### Clock routing, run 1

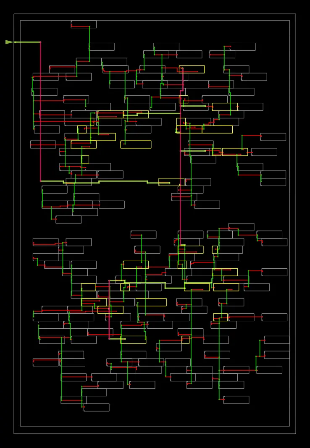
### Layout detail, run 1

Window x 38 to 63, y 64 to 89 um. Cells in gray, sequential cells in the stronger gray; small squares are vias.
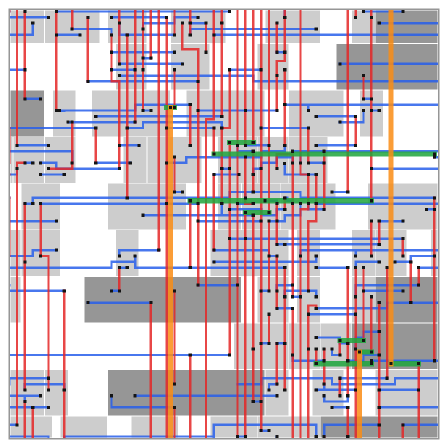
### Cell classes on the final placement, run 1

(2 px per um) Fill, decap, tap and diode cells in gray.
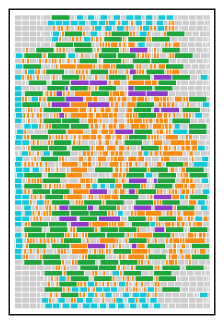
<file path="config.mk">
export PLATFORM = sky130hd
export DESIGN_NAME = led_strip_tx
export DESIGN_NICKNAME = d
export VERILOG_FILES = /design/src/rtl/led_pkg.sv /design/src/rtl/nzr_bit_gen.sv /design/src/rtl/led_strip_tx.sv
export SDC_FILE = /design/constraint.sdc
export NUM_CORES = 1
export LEC_CHECK = 0
export CAP_MARGIN = 0
export CORE_AREA = 2 2 100 150
export DETAILED_ROUTE_END_ITERATION = 8
export DIE_AREA = 0 0 102 152
export PLACE_DENSITY_LB_ADDON = 0.2
export SYNTH_ARGS = -nofsm -noshare
export SYNTH_HDL_FRONTEND = slang
export SYNTH_SLANG_ARGS = --single-unit
</file>
<file path="constraint.sdc">
create_clock -name clk -period 3.9 [get_ports clk]
set_input_delay 0.585 -clock clk [delete_from_list [all_inputs] [get_ports clk]]
set_output_delay 0.585 -clock clk [all_outputs]
set_load 0.02 [all_outputs]
</file>
<file path="src/rtl/led_pkg.sv">
// Shared definitions for the LED strip transmitter: state encoding, frame
// geometry and the default NZR timing for a 100 MHz clock.
package led_pkg;

  typedef enum logic [1:0] {
    ST_IDLE  = 2'd0,
    ST_SEND  = 2'd1,
    ST_LATCH = 2'd2
  } state_e;

  localparam int NUM_LEDS   = 5;
  localparam int LED_BITS   = 24;
  localparam int FRAME_BITS = NUM_LEDS * LED_BITS;  // 120
  localparam int BIT_CNT_W  = 7;                    // indexes 0..119

  // Default timing in clk cycles at 100 MHz.
  localparam int DEF_T0H  = 40;    // 0.40 us
  localparam int DEF_T1H  = 80;    // 0.80 us
  localparam int DEF_TBIT = 125;   // 1.25 us
  localparam int DEF_TRST = 6000;  // 60 us

  // Counter width able to hold 0..n-1, never narrower than one bit.
  function automatic int cnt_width(input int n);
    return (n > 1) ? $clog2(n) : 1;
  endfunction

endpackage

</file>
<file path="src/rtl/nzr_bit_gen.sv">
// Phase counter for one NZR bit slot plus the high/low decision for the
// current phase. The slot length is TBIT cycles; the line is high for the
// first T1H (bit=1) or T0H (bit=0) cycles of the slot.
module nzr_bit_gen
  import led_pkg::*;
#(
  parameter int T0H  = DEF_T0H,
  parameter int T1H  = DEF_T1H,
  parameter int TBIT = DEF_TBIT
) (
  input  logic clk,
  input  logic rst_n,
  input  logic clear_i,       // restart at phase 0 (frame capture)
  input  logic run_i,         // advance while a frame is being sent
  input  logic bit_i,         // data bit of the current slot
  output logic level_o,       // line level for the current phase
  output logic last_phase_o   // current phase is TBIT-1
);

  localparam int PW = cnt_width(TBIT);
  localparam logic [PW-1:0] PH_LAST = PW'(TBIT - 1);
  localparam logic [PW-1:0] HI_0    = PW'(T0H);
  localparam logic [PW-1:0] HI_1    = PW'(T1H);

  logic [PW-1:0] phase_q, phase_d;

  // Next phase: clear on capture, otherwise wrap TBIT-1 -> 0 while running.
  always_comb begin
    // NOTE: every variable assigned in always_comb gets a default first so no
    // path leaves it unassigned, which would infer a latch.
    phase_d = phase_q;
    if (clear_i) begin
      phase_d = '0;
    end else if (run_i) begin
      phase_d = (phase_q == PH_LAST) ? '0 : phase_q + PW'(1);
    end
  end

  // Phase register.
  always_ff @(posedge clk or negedge rst_n) begin
    // NOTE: sequential state uses non-blocking assignments so every flop
    // samples pre-edge values, independent of statement order.
    if (!rst_n) begin
      phase_q <= '0;
    end else begin
      phase_q <= phase_d;
    end
  end

  assign level_o      = run_i & (phase_q < (bit_i ? HI_1 : HI_0));
  assign last_phase_o = (phase_q == PH_LAST);

endmodule

</file>
<file path="src/rtl/led_strip_tx.sv">
// Single-wire NZR transmitter for a 5-LED GRB strip. A Refresh request
// snapshots GRBSeq into a shadow register, sends its 120 bits MSB-first,
// then holds the line low for TRST cycles to latch the strip. Requests that
// arrive during a frame or latch are remembered in a one-deep pending flag
// and start the next frame directly at the end of the latch period.
module led_strip_tx
  import led_pkg::*;
#(
  parameter int T0H  = DEF_T0H,
  parameter int T1H  = DEF_T1H,
  parameter int TBIT = DEF_TBIT,
  parameter int TRST = DEF_TRST
) (
  input  logic                  clk,
  input  logic                  reset,    // asynchronous, active-low
  input  logic [FRAME_BITS-1:0] GRBSeq,
  input  logic                  Refresh,
  output logic                  Dout,
  output logic                  Busy,
  output logic                  Done
);

  localparam int LW = cnt_width(TRST);
  localparam logic [LW-1:0]        LATCH_LAST = LW'(TRST - 1);
  localparam logic [BIT_CNT_W-1:0] BIT_LAST   = BIT_CNT_W'(FRAME_BITS - 1);

  state_e                 state_q;
  logic [FRAME_BITS-1:0]  shadow_q;
  logic [BIT_CNT_W-1:0]   bit_cnt_q;
  logic [LW-1:0]          latch_cnt_q;
  logic                   pending_q;
  logic                   dout_q;
  logic                   busy_q;
  logic                   done_q;

  logic cur_bit;
  logic sending;
  logic latch_end;
  logic restart;
  logic capture;
  logic level;
  logic last_phase;

  // Decode the current data bit and the capture conditions.
  always_comb begin
    cur_bit   = shadow_q[BIT_LAST - bit_cnt_q];
    sending   = (state_q == ST_SEND);
    latch_end = (state_q == ST_LATCH) && (latch_cnt_q == LATCH_LAST);
    // A request on the final latch edge merges with any pending one.
    restart   = latch_end && (pending_q || Refresh);
    capture   = ((state_q == ST_IDLE) && Refresh) || restart;
  end

  nzr_bit_gen #(
    .T0H  (T0H),
    .T1H  (T1H),
    .TBIT (TBIT)
  ) u_bit_gen (
    .clk          (clk),
    .rst_n        (reset),
    .clear_i      (capture),
    .run_i        (sending),
    .bit_i        (cur_bit),
    .level_o      (level),
    .last_phase_o (last_phase)
  );

  // Frame sequencer: IDLE -> SEND -> LATCH -> IDLE/SEND, registered outputs.
  always_ff @(posedge clk or negedge reset) begin
    if (!reset) begin
      state_q     <= ST_IDLE;
      // NOTE: the shadow is a plain register bank (not a RAM), so it is
      // reset along with the rest; a frame can never replay stale data.
      shadow_q    <= '0;
      bit_cnt_q   <= '0;
      latch_cnt_q <= '0;
      pending_q   <= 1'b0;
      dout_q      <= 1'b0;
      busy_q      <= 1'b0;
      done_q      <= 1'b0;
    end else begin
      dout_q <= 1'b0;
      done_q <= 1'b0;
      case (state_q)
        ST_IDLE: begin
          if (Refresh) begin
            shadow_q    <= GRBSeq;
            bit_cnt_q   <= '0;
            latch_cnt_q <= '0;
            state_q     <= ST_SEND;
            busy_q      <= 1'b1;
          end
        end

        ST_SEND: begin
          dout_q <= level;
          if (Refresh) begin
            pending_q <= 1'b1;
          end
          if (last_phase) begin
            if (bit_cnt_q == BIT_LAST) begin
              state_q     <= ST_LATCH;
              latch_cnt_q <= '0;
            end else begin
              bit_cnt_q <= bit_cnt_q + BIT_CNT_W'(1);
            end
          end
        end

        ST_LATCH: begin
          if (latch_end) begin
            done_q <= 1'b1;
            if (restart) begin
              pending_q <= 1'b0;
              shadow_q  <= GRBSeq;
              bit_cnt_q <= '0;
              state_q   <= ST_SEND;
            end else begin
              state_q <= ST_IDLE;
              busy_q  <= 1'b0;
            end
          end else begin
            latch_cnt_q <= latch_cnt_q + LW'(1);
            if (Refresh) begin
              pending_q <= 1'b1;
            end
          end
        end

        default: begin
          state_q <= ST_IDLE;
          busy_q  <= 1'b0;
        end
      endcase
    end
  end

  assign Dout = dout_q;
  assign Busy = busy_q;
  assign Done = done_q;

endmodule

</file>
==> flow_metrics.env, run 1 <==
# source this file to load flow results
export IMPL_outcome="complete, no violations"
export IMPL_reg2reg_slack_ns=0.66
export IMPL_top_area_cell="dfrtp_1"
export IMPL_use_met3=0.03588
export IMPL_placed_cells=1098
export IMPL_detailedRoute_firstIterationViolations=300
export IMPL_synth_area_sq_um=7488
export IMPL_pre_cts_ws_ns=0.7296
export IMPL_cts_tree="done"
export IMPL_r2r_start="bit_cnt_q[3]$_DFFE_PN0P_"
export IMPL_top_area_frac=0.5113
export IMPL_antennaDiodeCount=0
export IMPL_place_congestion=0.8791
export IMPL_clkTransAtPathRegs_ns=0.06
export IMPL_reg_largest_list="shadow_q: 120 flops, latch_cnt_q: 13 flops"
export IMPL_synth_async_reset_ratio=1.000
export IMPL_cellPowerDensity_nw_per_um2=464.0
export IMPL_critPathBufInv=3
export IMPL_regMostFlops="shadow_q"
export IMPL_clockBufferDepth=2
export IMPL_final_nonclk_buf_share=0.1431
export IMPL_cts_buffers_inserted=17
export IMPL_grt_overflow=0
export IMPL_syn_to_final_growth_pct=26.18
export IMPL_tns_ns=0
export IMPL_p_clk_frac=0.388
export IMPL_clkCellAreaFrac=0.06555
export IMPL_hold_violations=0
export IMPL_p_leak_nw=4.508
export IMPL_core_area_sq_um=14320
export IMPL_inverters_excl_clock=9
export IMPL_register_area_sq_um=3830
export IMPL_synthDistinctLibCells=47
export IMPL_finalPower_mw=4.385
export IMPL_yosys_area_share_simple=0.2580
export IMPL_synth_warnings=0
export IMPL_cp_slowest_stage_delay_ns=0.59
export IMPL_crit_fanout=14
export IMPL_crit_top_cell="inv_1"
export IMPL_top_usage_layer="met2"
export IMPL_ys_sh_adder=0.01838
export IMPL_clk_latency_ns=0.41
export IMPL_grt_total_usage=0.2296
export IMPL_drc=0
export IMPL_htree_levels=4
export IMPL_rsz0062_at_grt="no"
export IMPL_drtPass1Iterations=5
export IMPL_crit_arrival_ns=3.56
export IMPL_syn_area_per_cell_sq_um=9.222
export IMPL_sh_comb_area=0.3565
export IMPL_edf_count=0
export IMPL_die_area_sq_um=15500
export IMPL_pwr_share_seq=0.423
export IMPL_end_kind="register"
export IMPL_p_int_mw=3.213
export IMPL_crit_type="reg2reg"
export IMPL_wl_per_cell_um=15.11
export IMPL_path_cells="inv_1 -> ha_1 -> inv_1 -> or3_1 -> o2111ai_1 -> a41o_1 -> o22ai_1 -> inv_1 -> ha_1 -> a211oi_1 -> nand2_1 -> o21ai_0"
export IMPL_wl_met2_mm=8.892
export IMPL_pwr_share_comb=0.189
export IMPL_whs_ns=0.2674
export IMPL_grt_pass1_wl_mm=28.19
export IMPL_root_buffer="clkbuf_16"
export IMPL_postCtsHoldBufs=0
export IMPL_portBuffers=125
export IMPL_vdd_ir_drop_max_uv=261.0
export IMPL_nFillCells=1180
export IMPL_yosys_top_cells_area="dfrtp_1, nand2_1, mux4_2"
export IMPL_sw_frac_of_total=0.2672
export IMPL_crit_end="Dout$_DFF_PN0_"
export IMPL_tapcell_inserted=196
export IMPL_die_h_um=152
export IMPL_topCombFamilyByArea="simple AND/OR/NAND/NOR gates"
export IMPL_maxCapViolations=0
export IMPL_ys_flops=153
export IMPL_die_x_um=102
export IMPL_fp_nets=946
export IMPL_warnings=31
export IMPL_post_dp_hpwl_mm=12.28
export IMPL_start_kind="register"
export IMPL_met1_usage=0.2987
-- 'Clock routing' (at the start) --
total clock sinks: 153
Power Clock: 1.70 mW
Clock buffer cells: 20
Final Skew: 0.01261 ns

-- 'Layout detail' (at the start) --
Key: blue = metal 1; red = metal 2; green = metal 3; orange = metal 4
Most frequent: nand3_1 (7). Netlist names of flops here include bit_cnt_q (4). Sequential cells in the window: 4. 46 logic cells have their middle in the window.

-- 'Cell classes on the final placement' (at the start) --
Key: cyan = remaining buffers and delay cells [cells 135, share of their area 15%]; purple = clock drivers and dummy loads [cells 32, share of their area 6.7%]; orange = combinational and other logic [cells 614, share of their area 37%]; green = sequential cells [cells 153, share of their area 42%]
flop share of the area: 0.4053
# rows: 54
final core utilization: 0.6597
final instance area: 9449 sq um

### Routed clock nets over the placement, run 1

(4 px per um)
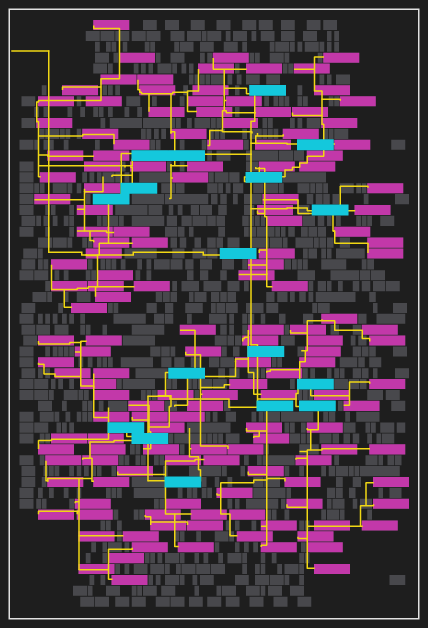

==> run 1 -> run 2 <==
Clock period 3.9 ns to 3 ns, I/O delays scaled along.
### Routed clock nets over the placement, run 2

(4 px per um)
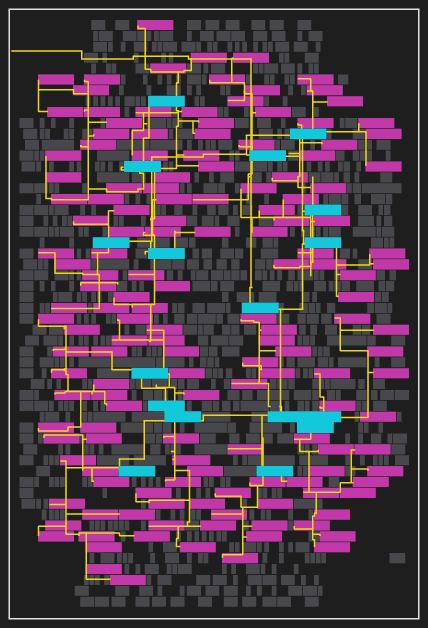
Key: magenta = flip-flops [count 153]; yellow = clock wires [length 1750 um]; cyan = clock drivers [count 17]
There are 18 routed clock nets. Position of the flops: spread over the die.
Final Skew: 0.009514 ns
Late-Pin Clk Latency: 0.42 ns
clock share of power: 0.371

==> run 2 against run 1 <==
Count of clock-buffer cells in the layout down 1. Critical path depth down 1. Register-to-register slack worse by 0.50 ns. Non-clock buffer count up 8. Clock power up 22%. Cell count up 0.71%. Hold slack worse by 0.22 ns. Synthesized area unchanged. Global-route usage up 0.84 points. Critical path type unchanged. Critical endpoint unchanged. Largest power group unchanged. Highest routed layer unchanged.
==> flow_metrics.env, run 2 <==
# source this file to load flow results
export IMPL_outcome="complete, no violations"
export IMPL_rows=54
export IMPL_die_area_sq_um=15500
export IMPL_drc=0
export IMPL_ys_sh_adder=0.01838
export IMPL_final_util=0.6640
export IMPL_postCtsHoldBufs=0
export IMPL_post_dp_hpwl_mm=12.48
export IMPL_use_met3=0.04048
export IMPL_p_int_mw=4.041
export IMPL_tapcell_inserted=196
export IMPL_register_area_sq_um=3830
export IMPL_reg_largest_list="shadow_q: 120 flops, latch_cnt_q: 13 flops"
export IMPL_die_x_um=102
export IMPL_slew_limit_headroom=0.4574
export IMPL_synth_area_sq_um=7488
export IMPL_crit_arrival_ns=3.16
export IMPL_cp_slowest_stage_delay_ns=0.45
export IMPL_pre_cts_ws_ns=0.1504
export IMPL_pwr_share_seq=0.422
export IMPL_crit_type="reg2reg"
export IMPL_grt_overflow=0
export IMPL_regMostFlops="shadow_q"
export IMPL_clkCellAreaFrac=0.06052
export IMPL_antennaDiodeCount=0
export IMPL_synthDistinctLibCells=47
export IMPL_root_buffer="clkbuf_16"
export IMPL_yosys_area_share_simple=0.2580
export IMPL_fin_area_sq_um=9510
export IMPL_top_area_frac=0.5113
export IMPL_vdd_ir_drop_max_uv=435.9
export IMPL_maxCapViolations=0
export IMPL_clkTransAtPathRegs_ns=0.06
export IMPL_crit_end="Dout$_DFF_PN0_"
export IMPL_nFillCells=1193
export IMPL_wl_per_cell_um=15.33
export IMPL_r2r_start="bit_cnt_q[4]$_DFFE_PN0P_"
export IMPL_ys_flops=153
export IMPL_placed_cells=1106
export IMPL_warnings=29
export IMPL_syn_to_final_growth_pct=27.00
export IMPL_crit_fanout=11
export IMPL_pwr_share_comb=0.207
export IMPL_cellPowerDensity_nw_per_um2=589.8
export IMPL_seq_share=0.4027
export IMPL_sw_frac_of_total=0.2796
export IMPL_top_usage_layer="met2"
export IMPL_topCombFamilyByArea="simple AND/OR/NAND/NOR gates"
export IMPL_die_h_um=152
export IMPL_critPathBufInv=2
export IMPL_portBuffers=125
export IMPL_grt_pass1_wl_mm=29.09
export IMPL_end_kind="register"
export IMPL_met1_usage=0.2975
export IMPL_cts_tree="done"
export IMPL_cts_buffers_inserted=17
export IMPL_synth_warnings=0
export IMPL_detailedRoute_firstIterationViolations=278
export IMPL_core_area_sq_um=14320
export IMPL_crit_top_cell="ha_1"
export IMPL_htree_levels=4
export IMPL_fp_nets=946
export IMPL_place_congestion=0.8324
export IMPL_start_kind="register"
export IMPL_yosys_top_cells_area="dfrtp_1, nand2_1, mux4_2"
export IMPL_p_leak_nw=4.524
export IMPL_wl_met2_mm=9.409
export IMPL_hold_violations=0
export IMPL_clkSinkCount=153
export IMPL_drtPass1Iterations=5
export IMPL_edf_count=0
export IMPL_grt_total_usage=0.2379
export IMPL_syn_area_per_cell_sq_um=9.222
export IMPL_final_nonclk_buf_share=0.1529
### Clock routing, run 2

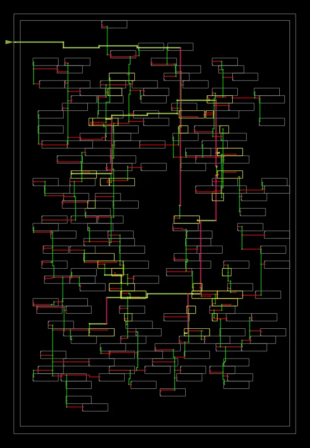
Clock buffer cells: 19
Power Clock: 2.08 mW
FF+latch count: 153

==> run 2 -> run 3 <==
Settings changed: SETUP_SLACK_MARGIN set to 0.1.
==> run 3 against run 2 <==
The run now ends with negative hold slack left. Non-clock buffer count is 1 higher. Count of clock-buffer cells in the layout stayed put. Sequential share of layout area hardly changed. Critical path depth stayed put. Fmax is 0.16% higher. Critical endpoint unchanged. Largest cell class unchanged. Highest routed layer unchanged.
==> flow_metrics.env, run 3 <==
# source this file to load flow results
export IMPL_portBuffers=125
export IMPL_sw_frac_of_total=0.2858
export IMPL_path_cells="buf_12 -> mux4_2 -> mux2_2 -> o2111ai_2 -> a41o_1 -> o22ai_1 -> inv_1 -> ha_1 -> a211oi_1 -> nand2_1 -> o21ai_0"
export IMPL_tns_ns=0
export IMPL_root_buffer="clkbuf_16"
export IMPL_topCombFamilyByArea="simple AND/OR/NAND/NOR gates"
export IMPL_inverters_excl_clock=9
export IMPL_post_dp_hpwl_mm=12.53
export IMPL_pre_cts_ws_ns=0.2125
export IMPL_p_int_mw=4.007
export IMPL_synth_area_sq_um=7488
export IMPL_warnings=29
export IMPL_end_kind="register"
export IMPL_rows=54
export IMPL_start_kind="register"
export IMPL_finalPower_mw=5.610
export IMPL_drc=0
export IMPL_wl_met2_mm=9.335
export IMPL_cp_slowest_stage_delay_ns=0.51
export IMPL_pwr_share_seq=0.422
export IMPL_yosys_top_cells_area="dfrtp_1, nand2_1, mux4_2"
export IMPL_clkCellAreaFrac=0.05906
export IMPL_fp_nets=946
export IMPL_clock_buffers=19
export IMPL_final_nonclk_buf_share=0.1538
export IMPL_whs_ns=-0.02401
export IMPL_die_h_um=152
export IMPL_r2r_start="bit_cnt_q[0]$_DFFE_PN0P_"
export IMPL_crit_end="Dout$_DFF_PN0_"
export IMPL_p_leak_nw=4.540
export IMPL_syn_area_per_cell_sq_um=9.222
export IMPL_clkTransAtPathRegs_ns=0.07
export IMPL_seq_cells=153
export IMPL_crit_type="reg2reg"
export IMPL_grt_total_usage=0.2402
export IMPL_syn_to_final_growth_pct=27.02
export IMPL_ys_flops=153
export IMPL_die_area_sq_um=15500
export IMPL_hold_violations=14
export IMPL_crit_fanout=11
export IMPL_placed_cells=1104
export IMPL_reg_largest_list="shadow_q: 120 flops, latch_cnt_q: 13 flops"
export IMPL_top_area_frac=0.5113
export IMPL_clkSinkCount=153
export IMPL_grt_overflow=0
export IMPL_detailedRoute_firstIterationViolations=357
export IMPL_wl_per_cell_um=15.54
export IMPL_top_area_cell="dfrtp_1"
export IMPL_rsz0062_at_grt="no"
export IMPL_violations="negative hold slack"
export IMPL_pwr_share_comb=0.217
export IMPL_clk_latency_ns=0.42
export IMPL_vdd_ir_drop_max_uv=380.4
export IMPL_postCtsHoldBufs=0
export IMPL_p_clk_frac=0.361
export IMPL_core_area_sq_um=14320
export IMPL_crit_arrival_ns=3.16
export IMPL_drtPass1Iterations=7
export IMPL_outcome="finished with violations"
export IMPL_place_congestion=0.8963
export IMPL_yosys_area_share_simple=0.2580
export IMPL_tapcell_inserted=196
export IMPL_synthDistinctLibCells=47
export IMPL_sh_comb_area=0.3548
export IMPL_slew_limit_headroom=0.4408
### Clock routing, run 3

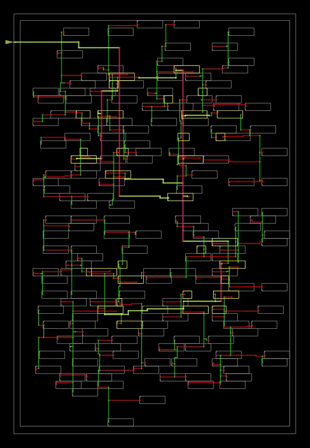
Final Skew: 0.01109 ns
Power Clock: 2.02 mW
cts bufs inserted: 17

### Cell classes on the final placement, run 3

(2 px per um) Fill, decap, tap and diode cells in gray.
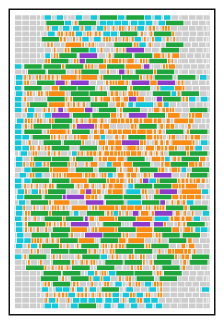
Key: purple = clock drivers and dummy loads [cells 32, share of their area 6.1%]; green = sequential cells [cells 153, share of their area 41%]; orange = combinational and other logic [cells 614, share of their area 37%]; cyan = remaining buffers and delay cells [cells 144, share of their area 16%]
final instance area: 9512 sq um
flop share of the area: 0.4027
final core utilization: 0.6640


## Gallery

Cell density map.
(2 px per um) The die is cut into 10 by 15 equal tiles; black is low, pale yellow is high, 0 to 100% covered.
shot_01.png
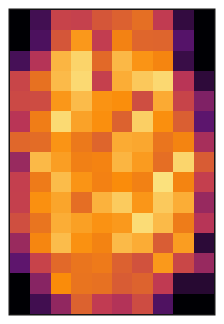
shot_02.png
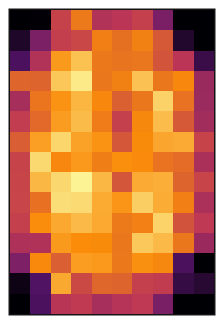
| from | picture |
|---|---|
| run 3 | shot_01.png |
| run 2 | shot_02.png |

Key to shot_02.png:
The fullest tile reaches 97%. The mean over all tiles is 60%. 6.0% of the tiles are nearly empty. 30% of the tiles are over 75% full.

Power and IR drop assume default switching activity.
